**Congestion heat map**

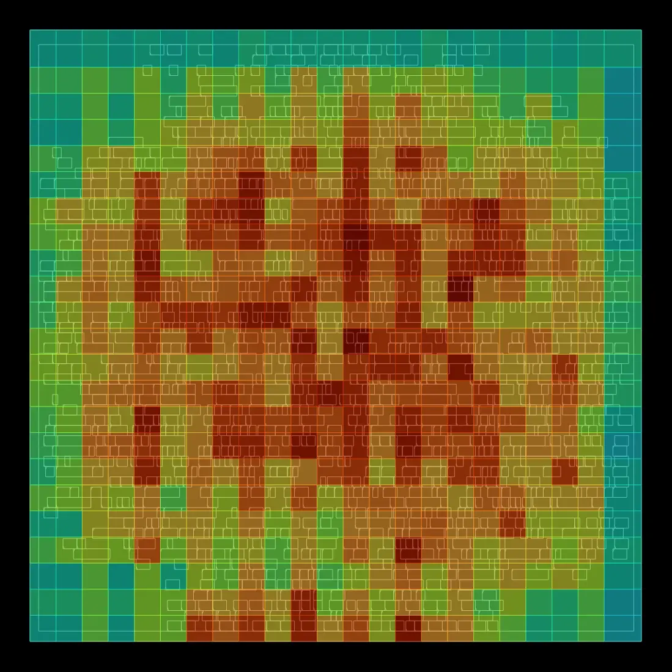
**Signal wires on met3**

The bar under the picture is 50 um long. Cells faint in the background.
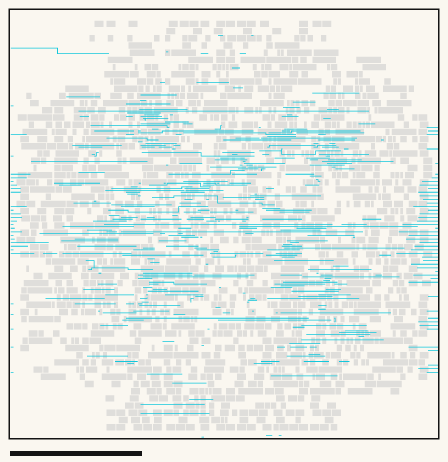
**M2 wires**

The bar under the picture is 50 um long. Cells faint in the background.
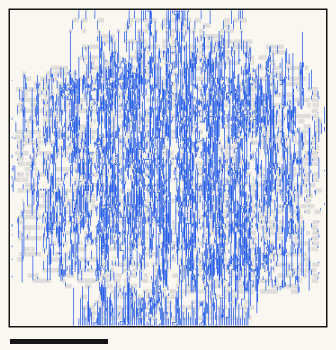
**Met4 routing**

The bar under the picture is 50 um long.
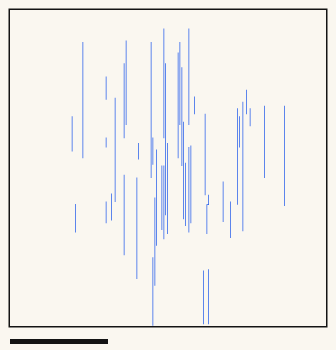
===== config.mk =====
export PLATFORM = sky130hd
export DESIGN_NAME = riscv_mtimer
export DESIGN_NICKNAME = d
export VERILOG_FILES = /design/src/rtl/riscv_pkg.sv /design/src/rtl/riscv_mtimer_wmerge.sv /design/src/rtl/riscv_mtimer.sv
export SDC_FILE = /design/constraint.sdc
export NUM_CORES = 1
export LEC_CHECK = 0
export ABC_CLOCK_PERIOD_IN_PS = 8900
export CAP_MARGIN = 20
export CORE_MARGIN = 2
export CORE_UTILIZATION = 45
export DETAILED_ROUTE_END_ITERATION = 6
export PLACE_DENSITY = 0.7
export SLEW_MARGIN = 30
export SYNTH_ARGS = -nofsm -noshare
export SYNTH_HDL_FRONTEND = slang
export SYNTH_SLANG_ARGS = --single-unit

===== constraint.sdc =====
create_clock -name i_riscv_mtimer_clk -period 8.9 [get_ports i_riscv_mtimer_clk]
set_input_delay 0.89 -clock i_riscv_mtimer_clk [delete_from_list [all_inputs] [get_ports i_riscv_mtimer_clk]]
set_output_delay 0.89 -clock i_riscv_mtimer_clk [all_outputs]
set_load 0.005 [all_outputs]

===== src/rtl/riscv_pkg.sv =====
// Shared constants for the memory stage and its memory-mapped peripherals.
//   MTIME_ADDR_DEFAULT / MTIMECMP_ADDR_DEFAULT : default timer register bases
//   store_size_e                               : store-size encoding (byte/half/word/double)
//   store_byte_mask()                          : right-aligned byte-lane mask for a store size
package riscv_pkg;

    localparam int unsigned XLEN   = 64;
    localparam int unsigned NBYTES = XLEN / 8;

    localparam logic [63:0] MTIME_ADDR_DEFAULT    = 64'h0000_0000_0200_BFF8;
    localparam logic [63:0] MTIMECMP_ADDR_DEFAULT = 64'h0000_0000_0200_4000;

    typedef enum logic [1:0] {
        STORE_B = 2'b00,
        STORE_H = 2'b01,
        STORE_W = 2'b10,
        STORE_D = 2'b11
    } store_size_e;

    // Lanes touched by a store of the given size, before shifting to the offset.
    function automatic logic [NBYTES-1:0] store_byte_mask(input store_size_e size);
        logic [NBYTES-1:0] mask;
        case (size)
            STORE_B: mask = 8'h01;
            STORE_H: mask = 8'h03;
            STORE_W: mask = 8'h0F;
            default: mask = 8'hFF;
        endcase
        return mask;
    endfunction

endpackage


===== src/rtl/riscv_mtimer_wmerge.sv =====
// Merges a right-aligned store into a 64-bit register image.
//   old_i       : current register value
//   wdata_i     : store data, byte 0 in bits 7:0
//   storesize_i : store_size_e encoding
//   off_i       : starting byte lane
//   merged_o    : value after the store (lanes past 7 are dropped, no wrap)
module riscv_mtimer_wmerge
    import riscv_pkg::*;
(
    input  logic [XLEN-1:0] old_i,
    input  logic [XLEN-1:0] wdata_i,
    input  logic [1:0]      storesize_i,
    input  logic [2:0]      off_i,
    output logic [XLEN-1:0] merged_o
);

    logic [NBYTES-1:0] lane_mask;
    logic [XLEN-1:0]   bit_mask;
    logic [XLEN-1:0]   shifted;

    // Shifting the 8-bit mask discards lanes beyond 7 naturally.
    assign lane_mask = store_byte_mask(store_size_e'(storesize_i)) << off_i;
    assign shifted   = wdata_i << {off_i, 3'b000};

    // Expand per-lane enables into a per-bit mask.
    always_comb begin
        bit_mask = '0;
        for (int i = 0; i < int'(NBYTES); i++) begin
            bit_mask[8*i +: 8] = {8{lane_mask[i]}};
        end
    end

    assign merged_o = (old_i & ~bit_mask) | (shifted & bit_mask);

endmodule


===== src/rtl/riscv_mtimer.sv =====
// Memory-mapped RISC-V machine timer (mtime / mtimecmp) for the memory stage.
//   i_riscv_mtimer_clk/rst   : clock, async active-high reset
//   i_riscv_mtimer_addr      : memory-stage byte address
//   i_riscv_mtimer_wdata     : right-aligned store data
//   i_riscv_mtimer_storesize : store_size_e encoding
//   i_riscv_mtimer_wren/rden : store / load valid
//   i_riscv_mtimer_stall     : blocks writes; time keeps running
//   o_riscv_mtimer_rdata     : full selected register on a load hit, else 0
//   o_riscv_mtimer_rden      : load hit on mtime or mtimecmp
//   o_riscv_mtimer_irq       : registered machine timer interrupt request
// Build option: RISCV_MTIMER_PRESCALER_EN advances mtime once every PRESCALE cycles.
module riscv_mtimer
    import riscv_pkg::*;
#(
    parameter logic [63:0] MTIME_ADDR    = MTIME_ADDR_DEFAULT,
    parameter logic [63:0] MTIMECMP_ADDR = MTIMECMP_ADDR_DEFAULT,
    parameter int unsigned PRESCALE      = 16
) (
    input  logic            i_riscv_mtimer_clk,
    input  logic            i_riscv_mtimer_rst,
    input  logic [XLEN-1:0] i_riscv_mtimer_addr,
    input  logic [XLEN-1:0] i_riscv_mtimer_wdata,
    input  logic [1:0]      i_riscv_mtimer_storesize,
    input  logic            i_riscv_mtimer_wren,
    input  logic            i_riscv_mtimer_rden,
    input  logic            i_riscv_mtimer_stall,
    output logic [XLEN-1:0] o_riscv_mtimer_rdata,
    output logic            o_riscv_mtimer_rden,
    output logic            o_riscv_mtimer_irq
);

    if (PRESCALE == 0) begin : g_bad_prescale
        $error("riscv_mtimer: PRESCALE must be >= 1");
    end

    logic [XLEN-1:0] mtime_q, mtime_d;
    logic [XLEN-1:0] mtimecmp_q, mtimecmp_d;
    logic            irq_q, irq_d;
    logic [XLEN-1:0] mtime_merged, mtimecmp_merged;
    logic            hit_time, hit_cmp;
    logic            wr_ok, wr_time, wr_cmp;
    logic            tick;
    logic [2:0]      off;

    // Address decode on the 8-byte register granule.
    assign hit_time = (i_riscv_mtimer_addr[XLEN-1:3] == MTIME_ADDR[XLEN-1:3]);
    assign hit_cmp  = (i_riscv_mtimer_addr[XLEN-1:3] == MTIMECMP_ADDR[XLEN-1:3]);
    assign off      = i_riscv_mtimer_addr[2:0];

    assign wr_ok   = i_riscv_mtimer_wren & ~i_riscv_mtimer_stall;
    assign wr_time = wr_ok & hit_time;
    assign wr_cmp  = wr_ok & hit_cmp;

    // Read path is combinational from state so a same-cycle store reads the old value.
    assign o_riscv_mtimer_rden  = i_riscv_mtimer_rden & (hit_time | hit_cmp);
    assign o_riscv_mtimer_rdata = !o_riscv_mtimer_rden ? '0 :
                                  hit_time             ? mtime_q : mtimecmp_q;
    assign o_riscv_mtimer_irq   = irq_q;

    riscv_mtimer_wmerge u_wmerge_time (
        .old_i       (mtime_q),
        .wdata_i     (i_riscv_mtimer_wdata),
        .storesize_i (i_riscv_mtimer_storesize),
        .off_i       (off),
        .merged_o    (mtime_merged)
    );

    riscv_mtimer_wmerge u_wmerge_cmp (
        .old_i       (mtimecmp_q),
        .wdata_i     (i_riscv_mtimer_wdata),
        .storesize_i (i_riscv_mtimer_storesize),
        .off_i       (off),
        .merged_o    (mtimecmp_merged)
    );

`ifdef RISCV_MTIMER_PRESCALER_EN
    localparam int unsigned PS_W = (PRESCALE > 1) ? $clog2(PRESCALE) : 1;

    logic [PS_W-1:0] cnt_q, cnt_d;

    assign tick = (cnt_q == PS_W'(PRESCALE - 1));

    // Prescale counter restarts on wrap and on any software write to mtime.
    always_comb begin
        cnt_d = cnt_q;
        if (wr_time || tick) begin
            cnt_d = '0;
        end else begin
            cnt_d = cnt_q + PS_W'(1);
        end
    end

    always_ff @(posedge i_riscv_mtimer_clk or posedge i_riscv_mtimer_rst) begin
        if (i_riscv_mtimer_rst) begin
            cnt_q <= '0;
        end else begin
            cnt_q <= cnt_d;
        end
    end
`else
    assign tick = 1'b1;
`endif

    // Next state: software write beats the tick; mtimecmp only moves on writes.
    always_comb begin
        mtime_d    = mtime_q;
        mtimecmp_d = mtimecmp_q;
        if (wr_time) begin
            mtime_d = mtime_merged;
        end else if (tick) begin
            mtime_d = mtime_q + 64'd1;
        end
        if (wr_cmp) begin
            mtimecmp_d = mtimecmp_merged;
        end
        irq_d = (mtime_d >= mtimecmp_d);
    end

    always_ff @(posedge i_riscv_mtimer_clk or posedge i_riscv_mtimer_rst) begin
        if (i_riscv_mtimer_rst) begin
            mtime_q    <= '0;
            mtimecmp_q <= '1;
            irq_q      <= 1'b0;
        end else begin
            mtime_q    <= mtime_d;
            mtimecmp_q <= mtimecmp_d;
            irq_q      <= irq_d;
        end
    end

endmodule


==> reports/qor.yml <==
synth.cell_area_um2: 11200
crit_path_max_fanout: 46
worstSkewPairLatency_ns: 0.44
peakVddDrop_v: 0.000108
syn_inst: 1321
flop_cell: "dfrtp_1"
run_status: "finished, final reports clean"
io_pins: 201
relSlewSlack_pct: 32.3
cts_root_buf: "clkbuf_16"
tns_ns: 0
yosys_area_um2: 11200
ys_seq_share_pct: 29.6
cp_slowest_cell: "buf_4"
cts_hold_buf: 0
r2r_setup_slack_ns: 4.11
pre_cts_ws_ns: 2.70
antenna_found_initial: 0
compound_area_share_pct: 24.3
clock.fmax_mhz: 168
cp_top_family: "AND-OR/OR-AND gates"
warnings: 26
cts.clk_slew.worst_paths_ns: 0.06
design.core.area_um2: 24400
cts_buffers: 17
path_cells: "clkdlybuf4s50_1, nor4_1, nand4_1, nor4_4, buf_4, buf_4, a211oi_1, buf_4, a211oi_1, ha_1, nand4_1, nor3_1, a221oi_1, o211ai_1, a311oi_1, o21ai_0"
critPathKind: "in2reg"
wire_per_inst_um: 22.8
vias_per_cell: 6.44
edf_count: 0
drive_gt1_share_pct: 12.0
postLayoutSetupSlackWorst_ns: 2.96
timing.final.hold_violations: 0
n_antenna_cell: 0
worst_pin_slew_ns: 1.00
start_kind: "input pin"
-- 'congestion heat map' (at the start) --
GR Util met3: 6.11%
GR Util met1: 43.1%
Core Util, Final: 57.5%

-- 'signal wires on met3' (at the start) --
longest straight run	110 um
wire length on this layer	3950 um
main direction	horizontal
via count: 11.7k
routed wire length: 41400 um

-- 'M2 wires' (at the start) --
nets with wire on the layer	1414
share of all routed wire	45%
longest straight run	69.7 um
main direction	vertical
wire length on this layer	18400 um
grt met2 use: 48.8%

-- 'met4 routing' (at the start) --
wire length on this layer	1590 um
main direction	vertical
longest straight run	77.5 um

-- cells in the mapped netlist (all sizes together) (5+ instances only) --
cell type / n / share of area, %
nor4: 21 / 1.3
o21a: 24 / 1.6
ha: 65 / 7.3
clkbuf: 50 / 1.7
and4: 9 / 0.70
o21ai: 86 / 3.8
a211o: 6 / 0.47
and3: 24 / 1.3
nor2b: 72 / 4.0
o211ai: 6 / 0.40
dfrtp: 65 / 15
nand3: 42 / 1.9
o32ai: 5 / 0.39
nand2b: 7 / 0.39
o22ai: 29 / 1.6
nor2: 78 / 2.6
inv: 60 / 2.0
o221a: 5 / 0.50
a311oi: 11 / 0.92
nand4: 33 / 1.8
a21oi: 77 / 3.4
buf: 36 / 1.7
nand2: 93 / 3.1
a22oi: 66 / 4.4
and2: 10 / 0.56
dfstp: 64 / 15
a211oi: 39 / 2.8
mux2i: 107 / 9.6
mux2: 26 / 2.6
nor3: 30 / 1.7
or3: 11 / 0.62
a221oi: 13 / 1.1
a21o: 8 / 0.54
-- kinds of logic (layout without fill, tap and decap cells) --
group           after synthesis  in the layout
compound gates              404            404
fa+ha+maj                    65             65
buf+inv                     146            311
flops                       129            129
mux                         133            133
simple gates                444            444
-- final timing paths --
check | startpoint | end | depth (start not counted)
setup / recovery | i_riscv_mtimer_addr[21] | o_riscv_mtimer_irq | 16
max in group asynchronous | i_riscv_mtimer_rst | mtime_q[62] | 3
hold / removal | mtimecmp_q[55] | mtimecmp_q[55] | 2
min in group asynchronous | i_riscv_mtimer_rst | mtime_q[38] | 2
setup reg to reg | mtime_q[11] | o_riscv_mtimer_irq | 13
hold reg to reg | mtimecmp_q[55] | mtimecmp_q[55] | 2
-- through the flow --
step	area, um^2	hold WS, ns	std cells
global route	14000	0.509	1810
detailed placement	13400	0.489	1778
floorplan	11200	0.464	1321
finish	14000	0.498	1810
CTS	14000	0.497	1810
global placement	13400	0.476	1778
-- worst reg2reg max path: cells and delay by family (launching register included) --
kind / cells / cell delay [ns]
AND/OR/NAND/NOR: 5 / 1.42
AND-OR/OR-AND: 7 / 2.39
adder cells (fa/ha/maj): 1 / 0.32
flip-flops: 1 / 0.52
-- state kept, by name, indices dropped and copies added (netlist names) --
| name | flops |
|---|---|
| o_riscv_mtimer_irq | 1 |
| mtimecmp_q | 64 |
| mtime_q | 64 |
-- power groups by stage --
stage | registers (mW) | logic [mW] | clock network (mW)
after global routing | 0.588 | 0.248 | 0.808
after global placement | 0.598 | 0.226 | 0
after CTS | 0.588 | 0.229 | 0.785
final | 0.588 | 0.235 | 0.781
after detailed placement | 0.598 | 0.228 | 0
after floorplan | 0.597 | 0.106 | 0
-- cell type report --
cell class	count	area [um^2]	area share, %
clock buffers	23	488	3.48
inverters	60	228	1.62
repair buffers	219	2130	15.2
flip-flops and latches	129	3310	23.6
multi-input cells	1046	7310	52.1
well taps	324	405	2.89
clock inverters	9	153	1.09
-- routing by layer --
layer / vias to the layer above / share of wire, % / track usage (%)
met5: - / 0 / 0
met1: 5609 / 42 / 43.1
li1: 5291 / - / -
met2: 660 / 45 / 48.8
met3: 94 / 9.5 / 6.11
met4: 0 / 3.8 / 13.1
No activity file was given, so power comes from the tool's default toggle rates.
